Fig. 1: clock wires, drivers and flops
The bar under the picture is 20 um long.
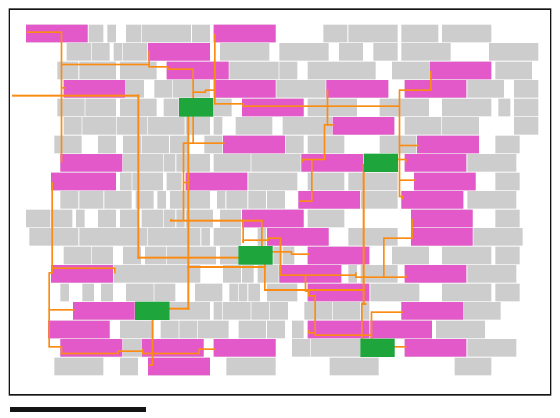
Fig. 2: pin map
Pins as bars across the die edge, other pins in grey.
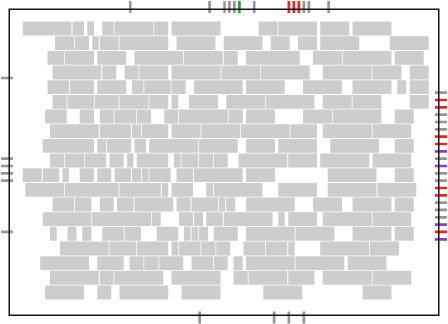
Fig. 3: sequential cells grouped by signal name
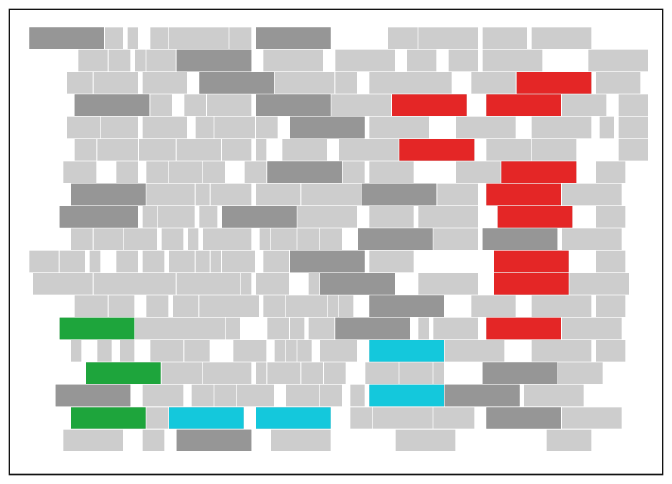
Fig. 4: congestion heat map
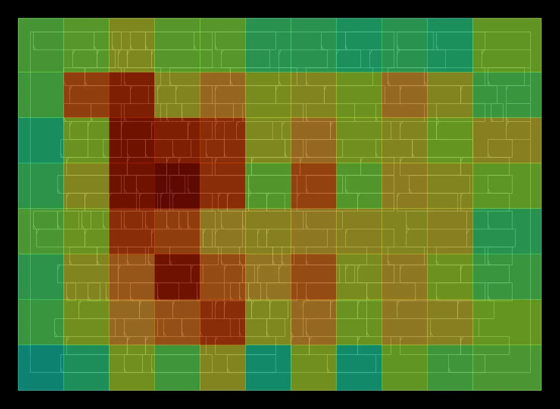
--- src/rtl/linear2_weight_ctrl.sv ---
// Load/sweep sequencer for the layer-2 weight memory: streams weights in row-major
// order during load, then reads one full row per cycle and flags it to the MAC array.
module linear2_weight_ctrl #(
    parameter int unsigned DW     = 10,
    parameter int unsigned N_ROWS = 10,
    parameter int unsigned N_COLS = 10,
    parameter int unsigned AW     = 4
) (
    input  logic          clk,
    input  logic          rst_n,
    input  logic          load_start,
    input  logic          load_valid,
    input  logic [DW-1:0] load_data,
    output logic          load_ready,
    input  logic          start,
    output logic          busy,
    output logic          loaded,
    output logic          done,
    output logic          row_valid,
    output logic [AW-1:0] row_idx,
    output logic [DW-1:0] mem_datain,
    output logic [AW-1:0] mem_neural_addr,
    output logic [AW-1:0] mem_weight_addr,
    output logic          mem_wt,
    output logic          mem_rd
);

    localparam logic [AW-1:0] ROW_LAST = AW'(N_ROWS - 1);
    localparam logic [AW-1:0] COL_LAST = AW'(N_COLS - 1);

    typedef enum logic [2:0] {IDLE, LOAD, READY, SWEEP, WRAP} state_t;

    state_t        state, state_nx;
    logic [AW-1:0] row_cnt, col_cnt, row_cnt_nx, col_cnt_nx;
    logic          load_ready_nx, busy_nx, loaded_nx, done_nx, row_valid_nx;
    logic [AW-1:0] row_idx_nx, neural_addr_nx, weight_addr_nx;
    logic [DW-1:0] datain_nx;
    logic          wt_nx, rd_nx;
    logic          hs, last_word, last_row;

    assign hs        = (state == LOAD) && load_valid && load_ready;
    assign last_word = hs && (row_cnt == ROW_LAST) && (col_cnt == COL_LAST);
    assign last_row  = (row_cnt == ROW_LAST);

    // State, counter and output registers
    always_ff @(posedge clk or negedge rst_n) begin
        if (!rst_n) begin
            state           <= IDLE;
            row_cnt         <= '0;
            col_cnt         <= '0;
            load_ready      <= 1'b0;
            busy            <= 1'b0;
            loaded          <= 1'b0;
            done            <= 1'b0;
            row_valid       <= 1'b0;
            row_idx         <= '0;
            mem_datain      <= '0;
            mem_neural_addr <= '0;
            mem_weight_addr <= '0;
            mem_wt          <= 1'b0;
            mem_rd          <= 1'b0;
        end else begin
            state           <= state_nx;
            row_cnt         <= row_cnt_nx;
            col_cnt         <= col_cnt_nx;
            load_ready      <= load_ready_nx;
            busy            <= busy_nx;
            loaded          <= loaded_nx;
            done            <= done_nx;
            row_valid       <= row_valid_nx;
            row_idx         <= row_idx_nx;
            mem_datain      <= datain_nx;
            mem_neural_addr <= neural_addr_nx;
            mem_weight_addr <= weight_addr_nx;
            mem_wt          <= wt_nx;
            mem_rd          <= rd_nx;
        end
    end

    // Next state; load_start has priority over start
    always_comb begin
        state_nx = state;
        case (state)
            IDLE:    if (load_start) state_nx = LOAD;
            READY: begin
                if (load_start)      state_nx = LOAD;
                else if (start)      state_nx = SWEEP;
            end
            LOAD:    if (last_word)  state_nx = READY;
            SWEEP:   if (last_row)   state_nx = WRAP;
            WRAP:                    state_nx = READY;
            default:                 state_nx = IDLE;
        endcase
    end

    // Next register values; the extra rd in WRAP rewraps the memory's row pointer
    always_comb begin
        row_cnt_nx     = row_cnt;
        col_cnt_nx     = col_cnt;
        wt_nx          = 1'b0;
        rd_nx          = 1'b0;
        done_nx        = 1'b0;
        row_valid_nx   = 1'b0;
        row_idx_nx     = row_idx;
        datain_nx      = mem_datain;
        neural_addr_nx = mem_neural_addr;
        weight_addr_nx = mem_weight_addr;
        load_ready_nx  = (state_nx == LOAD);
        busy_nx        = (state_nx == LOAD) || (state_nx == SWEEP) || (state_nx == WRAP);
        loaded_nx      = (state_nx == READY) || (state_nx == SWEEP) || (state_nx == WRAP);
        case (state)
            IDLE, READY: begin
                if (state_nx != state) begin
                    row_cnt_nx = '0;
                    col_cnt_nx = '0;
                end
                rd_nx = (state_nx == SWEEP);
            end
            LOAD: begin
                if (hs) begin
                    wt_nx          = 1'b1;
                    datain_nx      = load_data;
                    neural_addr_nx = row_cnt;
                    weight_addr_nx = col_cnt;
                    if (col_cnt == COL_LAST) begin
                        col_cnt_nx = '0;
                        row_cnt_nx = row_cnt + AW'(1);
                    end else begin
                        col_cnt_nx = col_cnt + AW'(1);
                    end
                end
            end
            SWEEP: begin
                rd_nx        = 1'b1;
                row_valid_nx = 1'b1;
                row_idx_nx   = row_cnt;
                row_cnt_nx   = row_cnt + AW'(1);
            end
            WRAP:    done_nx = 1'b1;
            default: ;
        endcase
    end

endmodule

--- config.mk ---
export PLATFORM = sky130hd
export DESIGN_NAME = linear2_weight_ctrl
export DESIGN_NICKNAME = d
export VERILOG_FILES = /design/src/rtl/linear2_weight_ctrl.sv
export SDC_FILE = /design/constraint.sdc
export NUM_CORES = 1
export LEC_CHECK = 0
export CORE_ASPECT_RATIO = 0.7
export CORE_MARGIN = 1.5
export CORE_UTILIZATION = 43
export CTS_CLUSTER_DIAMETER = 60
export DETAILED_ROUTE_END_ITERATION = 7
export HOLD_SLACK_MARGIN = 0.08
export PLACE_DENSITY = 0.8
export SLEW_MARGIN = 10
export SYNTH_ARGS = -nofsm -noshare
export SYNTH_HDL_FRONTEND = slang
export SYNTH_SLANG_ARGS = --single-unit
--- constraint.sdc ---
create_clock -name clk -period 1.4 [get_ports clk]
set_input_delay 0.28 -clock clk [delete_from_list [all_inputs] [get_ports clk]]
set_output_delay 0.28 -clock clk [all_outputs]
set_load 0.05 [all_outputs]
==> results.txt <==
Figures from the implementation reports.

- The worst setup path is launched from a flip-flop.
- The pin slew with the least headroom to its limit reads 0.433 ns.
- The hold-fix buffer count after cts reads 1.
- The max-slew headroom at the worst pin reads 71.2%.
- Ranked by flip-flop count, first place goes to mem_datain.
- The count of placed standard cells including taps reads 244.
- The max-capacitance violation count is 0.
- The largest part of the power goes to combinational logic.
- The achievable frequency reads 0.603 GHz.
- The number of storage elements in the synthesis netlist reads 40.
- The synthesized-area fraction occupied by xor and xnor cells is 0%.
- The clock buffer instance count of the final layout reads 6.
- The area reported by Yosys stat reads 1760 sq um.
- The class of the worst hold path reads in -> async.
- Dividing the detail-routed via count by the number of cells gives 5.45.
- Summing the areas of all and, or, nand and nor instances in the mapped netlist gives 11.7% of the synthesized area.
- The number of standard cells reported by yosys reads ~130.
- The final hold slack is 0.446 ns.
- In this run, post-CTS repair resized a total of 28 instances.
- The final reports fail on setup timing.
- The die outline area is about 4500 sq um.
- The total area inside the core boundary comes to about 4000 sq um.
- The global routing report lists met3 layer usage as roughly 5.7%.
- For this design the ratio of total power to cell area is 2630 nW/um^2.
- The post-CTS setup buffer count reads 10.
- The CTS buffer count reads 5.
- The post-layout worst setup margin reads -0.259 ns.
- The post-route report lists met1 wire length as roughly 2.2 mm.
- The standard cell with the maximum stage delay on the critical path is sky130_fd_sc_hd__or3_4.
- Setup repair after global routing could not meet its margin everywhere.
- The congestion estimate from routability-driven global placement came to 0.795.
- The violation tally recorded at the end of detailed-routing iteration 0 is 82.
- The number of remaining DRC errors reads 0.
- The final cell count without fillers is between 200 and 300.
- Among all cell classes, the greatest summed area belongs to non-clock buffers.
- The largest single stage delay on the critical path is 0.41 ns.
- The distinct cell type count of the synthesized netlist reads 37.
- The most frequent logic cell in the layout is sky130_fd_sc_hd__dfrtp_1.
- The dominant combinational cell family by area after synthesis reads multiplexers.
- The detailed placer's ending HPWL is 3.17 mm.
- In this run, synthesis inferred 0 flip-flops with an integrated enable.
- The most common cell in the synthesized netlist is sky130_fd_sc_hd__dfrtp_1.
- The number of logic stages on the critical path including buffering is 6.
- The tally of filler cells in the layout is 222.
- The number of ordinary inverters in the final layout is 5.
- The number of cell rows is 19.
- Leaving out fill and tap cells, the most frequent cells in the layout are sky130_fd_sc_hd__dfrtp_1, sky130_fd_sc_hd__buf_12, sky130_fd_sc_hd__buf_4, sky130_fd_sc_hd__mux2_4, sky130_fd_sc_hd__clkdlybuf4s50_1.
- The worst register-to-register path has a setup slack of -0.26 ns.
- CTS placed an instance of sky130_fd_sc_hd__clkbuf_8 at the clock tree root.
- The start point of the critical path is col_cnt[1]$_DFFE_PN0P_.
- The biggest area contributor in the post-synthesis netlist is sky130_fd_sc_hd__dfrtp_1.
- The clock network power is 0.939 mW.
- Per the finish-stage timing summary, setup violations number 27.
- In the synthesized netlist the async set-or-reset flop fraction comes to 100%.
- The switching component of the power was reported as 3.30 mW.
- The global-route wire length before repair is ~8 mm.
- The fraction of final cell area spent on clock buffers and inverters in this run is 3.46%.
- The final critical-path required period is 1.66 ns.
- In the final layout, excluding clock buffers the buffer count is roughly 76.
- The startpoint of the worst register-to-register path is col_cnt[1]$_DFFE_PN0P_.
- According to the timing report, the data required time at the worst endpoint equals 1.63 ns.
- The setup TNS is -3.59 ns.
- The post-synth design cell area is 1760 sq um.
- For the combinational group, total power comes out at 5.09 mW.
- The fraction of post-synthesis cell area in the top cell type by area reads 57.0%.
- The flow ran to the end, but the final reports show violations.
- Entering global routing, the biggest net connects 25 pins.
- The total grt overflow is 0.
- The total detailed-routing wirelength is 5.24 mm.
- Internal power comes to 4.87 mW.
- The peak fanout along the critical path reads 4.
- The buffer and inverter count on the worst path reads 1.
- The final antenna diode count reads 0.
- The placement stage leaves a total instance area of 2770 sq um.
- The total count of max-transition violations in the final report is 0.
- The peak ir drop on the vdd network is around 1.5 mV.
- Detailed routing placed a total of around 310 um of wire on met3.
- The initial core utilization reads 44.8%.
- The top layer reached by signal wires reads met4.
- The endpoint identified for the worst register-to-register timing path is col_cnt[2]$_DFFE_PN0P_.
- Pin placement for this block handled 44 I/O pins.
- The clock net in this run drives a total of around 40 sinks.
- The per-instance average area after synthesis reads about 13 sq um.
- The cell sequence reported for the critical path is inv_1, ha_1, and3b_2, or3_4, nand2b_4, o2bb2ai_2.
## Picture notes: Fig. 1
[magenta] flip-flops | count: 40
[green] cells driving clock nets | count: 5
[orange] clock wires | length: 508 um
flops lie: spread over the die
routed clock nets: 6
part of the power in the clock network: 11.5%
source-to-sink clock delay at the later pin of the worst-skew pair: 0.30 ns
worst setup skew after layout: 0.00973 ns

## Picture notes: Fig. 2
| colour | port | pins | direction | edge |
|---|---|---|---|---|
| purple | `mem_neural_addr` | 4 | output | east |
| green | `loaded` | 1 | output | north |
| red | `load_data` | 10 | input | 7 east, 3 north |
all pins by edge: 21 east, 13 north, 6 west, 4 south
DIE WIDTH: 79.4 um
IO buf count: 43
die height: 56.5 um

## Picture notes: Fig. 3
| colour | name in the netlist | sequential cells |
|---|---|---|
| cyan | `row_idx` | 4 |
| red | `mem_datain` | 10 |
| green | `state` | 3 |
flip-flop and latch share of the layout cell area: 32.2%
total area of sequential cells: 1000 sq um
power drawn by the sequential cells: 2.14 mW
utilization of the core after routing: 79.3%

## Picture notes: Fig. 4
GRT met2 Usage: 40.9%
GR peak layer: met2
met1 track demand over resource in global routing: 31.8%
DR WL/cell: 19.8 um

Power is estimated from default activity; no workload was simulated.
